--- config.mk ---
export PLATFORM = sky130hd
export DESIGN_NAME = instruction_loader_flat
export DESIGN_NICKNAME = d
export VERILOG_FILES = /design/src/rtl/instruction_loader_pkg.sv /design/src/rtl/instruction_loader_if.sv /design/src/rtl/instruction_loader_byte_packer.sv /design/src/rtl/instruction_loader.sv /design/src/flat_wrapper.sv
export SDC_FILE = /design/constraint.sdc
export NUM_CORES = 1
export LEC_CHECK = 0
export CELL_PAD_IN_SITES_DETAIL_PLACEMENT = 0
export CELL_PAD_IN_SITES_GLOBAL_PLACEMENT = 1
export CORE_ASPECT_RATIO = 0.9
export CORE_MARGIN = 4
export CORE_UTILIZATION = 37
export DETAILED_ROUTE_END_ITERATION = 12
export DONT_BUFFER_PORTS = 1
export PLACE_DENSITY = 0.68
export SYNTH_ARGS = -nofsm -noshare
export SYNTH_HDL_FRONTEND = slang
export SYNTH_SLANG_ARGS = --single-unit
--- constraint.sdc ---
create_clock -name clk -period 3.8 [get_ports clk]
set_input_delay 0.38 -clock clk [delete_from_list [all_inputs] [get_ports clk]]
set_output_delay 0.38 -clock clk [all_outputs]
set_load 0.005 [all_outputs]
--- src/rtl/instruction_loader_pkg.sv ---
// Shared types and constants for the run-time instruction loader.
package instruction_loader_pkg;

    localparam int BYTES_PER_WORD   = 4;
    localparam int BYTE_COUNT_WIDTH = 2;

    typedef enum logic [2:0] {
        ST_IDLE,
        ST_LOAD,
        ST_WRITE,
        ST_CHECK,
        ST_DONE
    } state_e;

endpackage

--- src/rtl/instruction_loader_if.sv ---
// Byte-stream input and instruction-memory write port of the loader.
// Handshake: a byte transfers on a rising edge where byte_valid && byte_ready are both high;
// the source holds byte_data stable while byte_valid is high and the byte has not yet transferred.
interface instruction_loader_if;
    logic        start;
    logic        byte_valid;
    logic [7:0]  byte_data;
    logic        byte_ready;
    logic        write_enable;
    logic [31:0] write_address;
    logic [31:0] write_data;
    logic        busy;
    logic        load_done;
    logic        checksum_error;

    modport slave (
        input  start, byte_valid, byte_data,
        output byte_ready, write_enable, write_address, write_data,
               busy, load_done, checksum_error
    );

    modport master (
        output start, byte_valid, byte_data,
        input  byte_ready, write_enable, write_address, write_data,
               busy, load_done, checksum_error
    );
endinterface

--- src/rtl/instruction_loader_byte_packer.sv ---
// Big-endian 4-byte shift register with a wrapping byte counter.
module byte_packer
    import instruction_loader_pkg::*;
(
    input  logic        clk,
    input  logic        reset,
    input  logic        clear,
    input  logic        byte_en,
    input  logic [7:0]  byte_in,
    output logic [31:0] word,
    output logic        word_complete
);

    localparam logic [BYTE_COUNT_WIDTH-1:0] LAST_BYTE = BYTE_COUNT_WIDTH'(BYTES_PER_WORD - 1);

    logic [31:0]                 word_q, word_d;
    logic [BYTE_COUNT_WIDTH-1:0] count_q, count_d;

    always_comb begin
        word_d  = word_q;
        count_d = count_q;
        if (clear) begin
            word_d  = '0;
            count_d = '0;
        end else if (byte_en) begin
            word_d  = {word_q[23:0], byte_in};
            count_d = count_q + 1'b1;
        end
    end

    // Pulses on the cycle the fourth byte is accepted, so the full word is in word_q next cycle.
    assign word_complete = byte_en && !clear && (count_q == LAST_BYTE);
    assign word          = word_q;

    always_ff @(posedge clk or posedge reset) begin
        if (reset) begin
            word_q  <= '0;
            count_q <= '0;
        end else begin
            word_q  <= word_d;
            count_q <= count_d;
        end
    end

endmodule

--- src/rtl/instruction_loader.sv ---
// Packs a byte stream into 32-bit words and writes them to instruction memory from address 0.
// Optional trailing XOR checksum byte when INSTRUCTION_LOADER_CHECKSUM_EN is defined.
module instruction_loader
    import instruction_loader_pkg::*;
#(
    parameter int unsigned NUM_WORDS = 3
) (
    input  logic                 clk,
    input  logic                 reset,
    instruction_loader_if.slave  bus,
    output state_e               state_dbg
);

    localparam logic [31:0] LAST_IDX = 32'(NUM_WORDS - 1);

    state_e      state_q, state_d;
    logic [31:0] word_idx_q, word_idx_d;
    logic        byte_ready_q, byte_ready_d;
    logic        write_enable_q, write_enable_d;
    logic        busy_q, busy_d;
    logic        load_done_q, load_done_d;
    logic        start_accept;
    logic        byte_accept;
    logic        word_complete;
    logic [31:0] packed_word;
`ifdef INSTRUCTION_LOADER_CHECKSUM_EN
    logic [7:0]  csum_q, csum_d;
    logic        checksum_error_q, checksum_error_d;
`endif

    assign byte_accept = (state_q == ST_LOAD) && bus.byte_valid && byte_ready_q;

    byte_packer u_packer (
        .clk           (clk),
        .reset         (reset),
        .clear         (start_accept),
        .byte_en       (byte_accept),
        .byte_in       (bus.byte_data),
        .word          (packed_word),
        .word_complete (word_complete)
    );

    always_comb begin
        state_d      = state_q;
        word_idx_d   = word_idx_q;
        start_accept = 1'b0;
`ifdef INSTRUCTION_LOADER_CHECKSUM_EN
        csum_d           = csum_q;
        checksum_error_d = checksum_error_q;
        if (byte_accept) csum_d = csum_q ^ bus.byte_data;
`endif
        case (state_q)
            ST_IDLE, ST_DONE: begin
                if (bus.start) begin
                    state_d      = ST_LOAD;
                    word_idx_d   = '0;
                    start_accept = 1'b1;
`ifdef INSTRUCTION_LOADER_CHECKSUM_EN
                    csum_d           = '0;
                    checksum_error_d = 1'b0;
`endif
                end
            end
            ST_LOAD: begin
                if (word_complete) state_d = ST_WRITE;
            end
            ST_WRITE: begin
                if (word_idx_q == LAST_IDX) begin
`ifdef INSTRUCTION_LOADER_CHECKSUM_EN
                    state_d = ST_CHECK;
`else
                    state_d = ST_DONE;
`endif
                end else begin
                    word_idx_d = word_idx_q + 32'd1;
                    state_d    = ST_LOAD;
                end
            end
`ifdef INSTRUCTION_LOADER_CHECKSUM_EN
            ST_CHECK: begin
                if (bus.byte_valid && byte_ready_q) begin
                    checksum_error_d = (bus.byte_data != csum_q);
                    state_d          = ST_DONE;
                end
            end
`endif
            default: state_d = ST_IDLE;
        endcase

        // Outputs are registered from the next state so they align with the state they describe.
        byte_ready_d   = (state_d == ST_LOAD) || (state_d == ST_CHECK);
        write_enable_d = (state_d == ST_WRITE);
        busy_d         = (state_d == ST_LOAD) || (state_d == ST_WRITE) || (state_d == ST_CHECK);
        load_done_d    = (state_d == ST_DONE);
    end

    always_ff @(posedge clk or posedge reset) begin
        if (reset) begin
            state_q        <= ST_IDLE;
            word_idx_q     <= '0;
            byte_ready_q   <= 1'b0;
            write_enable_q <= 1'b0;
            busy_q         <= 1'b0;
            load_done_q    <= 1'b0;
`ifdef INSTRUCTION_LOADER_CHECKSUM_EN
            csum_q           <= '0;
            checksum_error_q <= 1'b0;
`endif
        end else begin
            state_q        <= state_d;
            word_idx_q     <= word_idx_d;
            byte_ready_q   <= byte_ready_d;
            write_enable_q <= write_enable_d;
            busy_q         <= busy_d;
            load_done_q    <= load_done_d;
`ifdef INSTRUCTION_LOADER_CHECKSUM_EN
            csum_q           <= csum_d;
            checksum_error_q <= checksum_error_d;
`endif
        end
    end

    assign bus.byte_ready    = byte_ready_q;
    assign bus.write_enable  = write_enable_q;
    assign bus.write_address = word_idx_q;
    assign bus.write_data    = packed_word;
    assign bus.busy          = busy_q;
    assign bus.load_done     = load_done_q;
`ifdef INSTRUCTION_LOADER_CHECKSUM_EN
    assign bus.checksum_error = checksum_error_q;
`else
    assign bus.checksum_error = 1'b0;
`endif
    assign state_dbg = state_q;

endmodule

--- src/flat_wrapper.sv ---
// flat-port wrapper written by rule: the top's interface ports become plain ports
module instruction_loader_flat import instruction_loader_pkg::*;
#(
    parameter int unsigned NUM_WORDS = 3
)
  (clk, reset, state_dbg, bus_start, bus_byte_valid, bus_byte_data, bus_byte_ready, bus_write_enable, bus_write_address, bus_write_data, bus_busy, bus_load_done, bus_checksum_error);
  instruction_loader_if bus_i ();
  input  logic clk;
  input  logic reset;
  output state_e state_dbg;
  input wire logic [$bits(bus_i.start)-1:0] bus_start;
  input wire logic [$bits(bus_i.byte_valid)-1:0] bus_byte_valid;
  input wire logic [$bits(bus_i.byte_data)-1:0] bus_byte_data;
  output wire logic [$bits(bus_i.byte_ready)-1:0] bus_byte_ready;
  output wire logic [$bits(bus_i.write_enable)-1:0] bus_write_enable;
  output wire logic [$bits(bus_i.write_address)-1:0] bus_write_address;
  output wire logic [$bits(bus_i.write_data)-1:0] bus_write_data;
  output wire logic [$bits(bus_i.busy)-1:0] bus_busy;
  output wire logic [$bits(bus_i.load_done)-1:0] bus_load_done;
  output wire logic [$bits(bus_i.checksum_error)-1:0] bus_checksum_error;
  assign bus_i.start = bus_start;
  assign bus_i.byte_valid = bus_byte_valid;
  assign bus_i.byte_data = bus_byte_data;
  assign bus_byte_ready = bus_i.byte_ready;
  assign bus_write_enable = bus_i.write_enable;
  assign bus_write_address = bus_i.write_address;
  assign bus_write_data = bus_i.write_data;
  assign bus_busy = bus_i.busy;
  assign bus_load_done = bus_i.load_done;
  assign bus_checksum_error = bus_i.checksum_error;
  instruction_loader #(.NUM_WORDS(NUM_WORDS)) u_core (.clk(clk), .reset(reset), .bus(bus_i), .state_dbg(state_dbg));
endmodule
Cell outlines without signal wires:
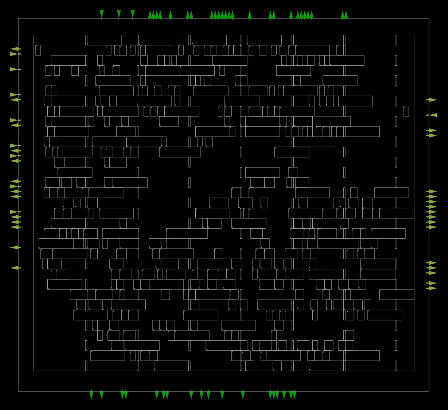
# rows: 33
Well Taps: 122
# fillers: 937
Seq Cell Count: 73
Seq/total area: 0.480

Met3 routing:
Scale bar: 20 um.
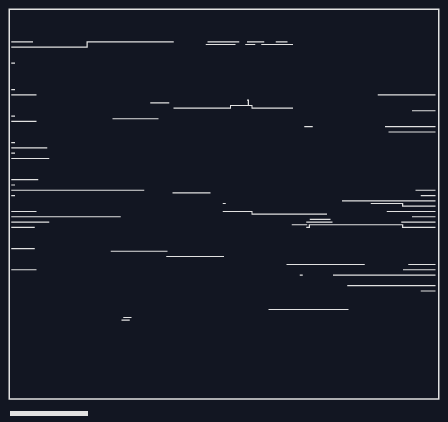
51 nets have wire on it. The wires run mostly horizontal. The layer holds 6.9% of the routed length.

Signal wires on met2:
Cells faint in the background.
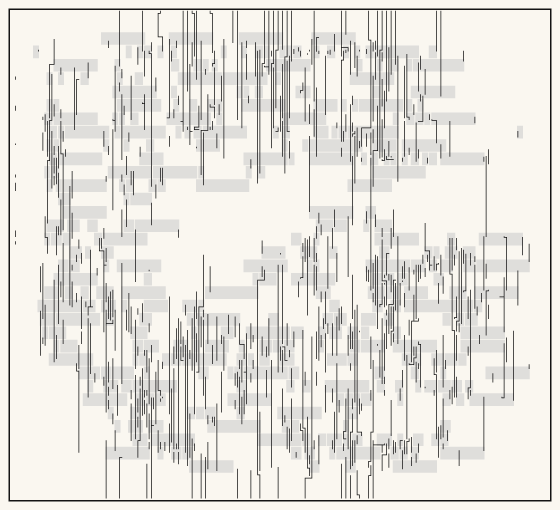
290 nets have wire on it. The layer holds 43% of the routed length.
met2 Use GR: 0.227
via count: 2777
DRT Wirelength: 8960 um

==> out/metrics.yaml <==
drc_errors: 0
ys_top_logic_family: "simple AND/OR/NAND/NOR gates"
gp_congestion: 0.789
logic_area_sq_mm: 0.00150
adder_share: 0.0109
crit_top_cell: "or4_1"
crit_chain: "or3b_1 > or4_1 > or4_1 > a21oi_1"
ys.flops: 73
p_clk_frac: 0.331
postSynthCellCount: 378
ys_types: 41
use_met3: 0.0616
inv_count: 7
drt_iter0_markers: 121
max-clock-path-buffers: 2
ys_sh_simple: 0.310
cts_sinks: 73
power_frac_comb: 0.176
min_period_over_period: 0.678
dp_worst_setup_slack_ns: 1.26
buffer_area_frac: 0.00789
drt-met1-wl_um: 4410
finalNonFillerCells: 498
whs_ns: 0.0517
synth_area_sq_mm: 0.00345
p_comb_uw: 433
cts_resized: 0
cp_top_family: "simple AND/OR/NAND/NOR gates"
cts_tree: "yes"
status: "finished, final reports clean"
final_common_cell: "nand2_1"
power_leader: "registers"
peakVddDrop_mv: 0.325
drv_cap: 0
first_global_vias: 2582
dominant_cells: "flip-flops and latches"
syn_to_final_growth_pct: 10.3
fmax_ghz: 0.388
warnings: 27
Cells colored by class:
Fill, decap, tap and diode cells in gray.
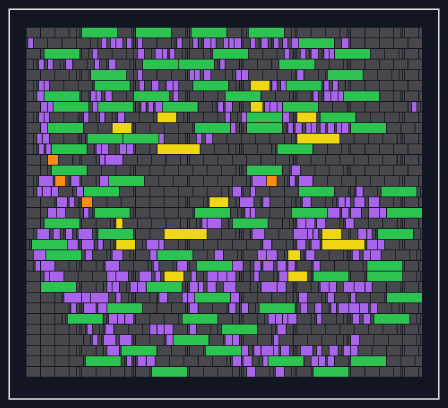
Key: orange = other buffers and delay cells [cells 4, share of their area 0.82%]; purple = all other logic [cells 283, share of their area 42%]; green = flip-flops [cells 73, share of their area 50%]; yellow = clock drivers and dummy loads [cells 16, share of their area 7.3%]
design area: 0.00381 sq mm
core area: 0.00913 sq mm
final core utilization: 0.417

Port wiring:
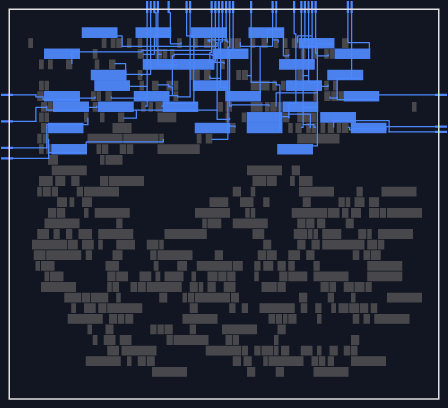
Key: blue = bus_write_data [bits 32, direction output, edge 25 north, 4 west, 3 east, end cells 32, buffers 0, wire 1030 um]

-- synthesized netlist by cell type, types with 7 or more instances --
master | count | area share
a21oi_1 | 20 | 0.029
clkbuf_1 | 13 | 0.014
dfrtp_1 | 73 | 0.53
inv_1 | 7 | 0.0076
nand2_1 | 85 | 0.092
nand3_1 | 46 | 0.067
nand4_1 | 12 | 0.022
nor2_1 | 11 | 0.012
nor4_1 | 12 | 0.022
o21ai_0 | 12 | 0.017
or3_1 | 15 | 0.027
or4_1 | 9 | 0.020
-- final timing paths --
| kind | startpoint | slack [ns] | end | cells after the start |
|---|---|---|---|---|
| worst max-delay path | u_core.state_dbg[1]$_DFF_PP0_ | 1.22 | u_core.bus.write_address[27]$_DFFE_PP0P_ | 4 |
| worst min-delay path | reset | 0.05 | u_core.u_packer.word[26]$_DFFE_PP0P_ | 1 |
| worst max register to register | u_core.state_dbg[1]$_DFF_PP0_ | 1.22 | u_core.bus.write_address[27]$_DFFE_PP0P_ | 4 |
| worst min register to register | u_core.u_packer.count_q[1]$_DFFE_PP0P_ | 0.51 | u_core.u_packer.count_q[1]$_DFFE_PP0P_ | 2 |
| max in group asynchronous | reset | 2.74 | u_core.u_packer.count_q[0]$_DFFE_PP0P_ | 2 |
| min in group clk | bus_byte_data[5] | 0.12 | u_core.u_packer.word[5]$_DFFE_PP0P_ | 2 |
-- sequential cells by signal, summed over array words and instances (netlist names) --
signal / cells
u_core.bus.write_address: 32
u_core.u_packer.word: 32
u_core.state_dbg: 3
u_core.u_packer.count_q: 2
u_core.bus.busy: 1
u_core.bus.byte_ready: 1
u_core.bus.load_done: 1
u_core.bus.write_enable: 1
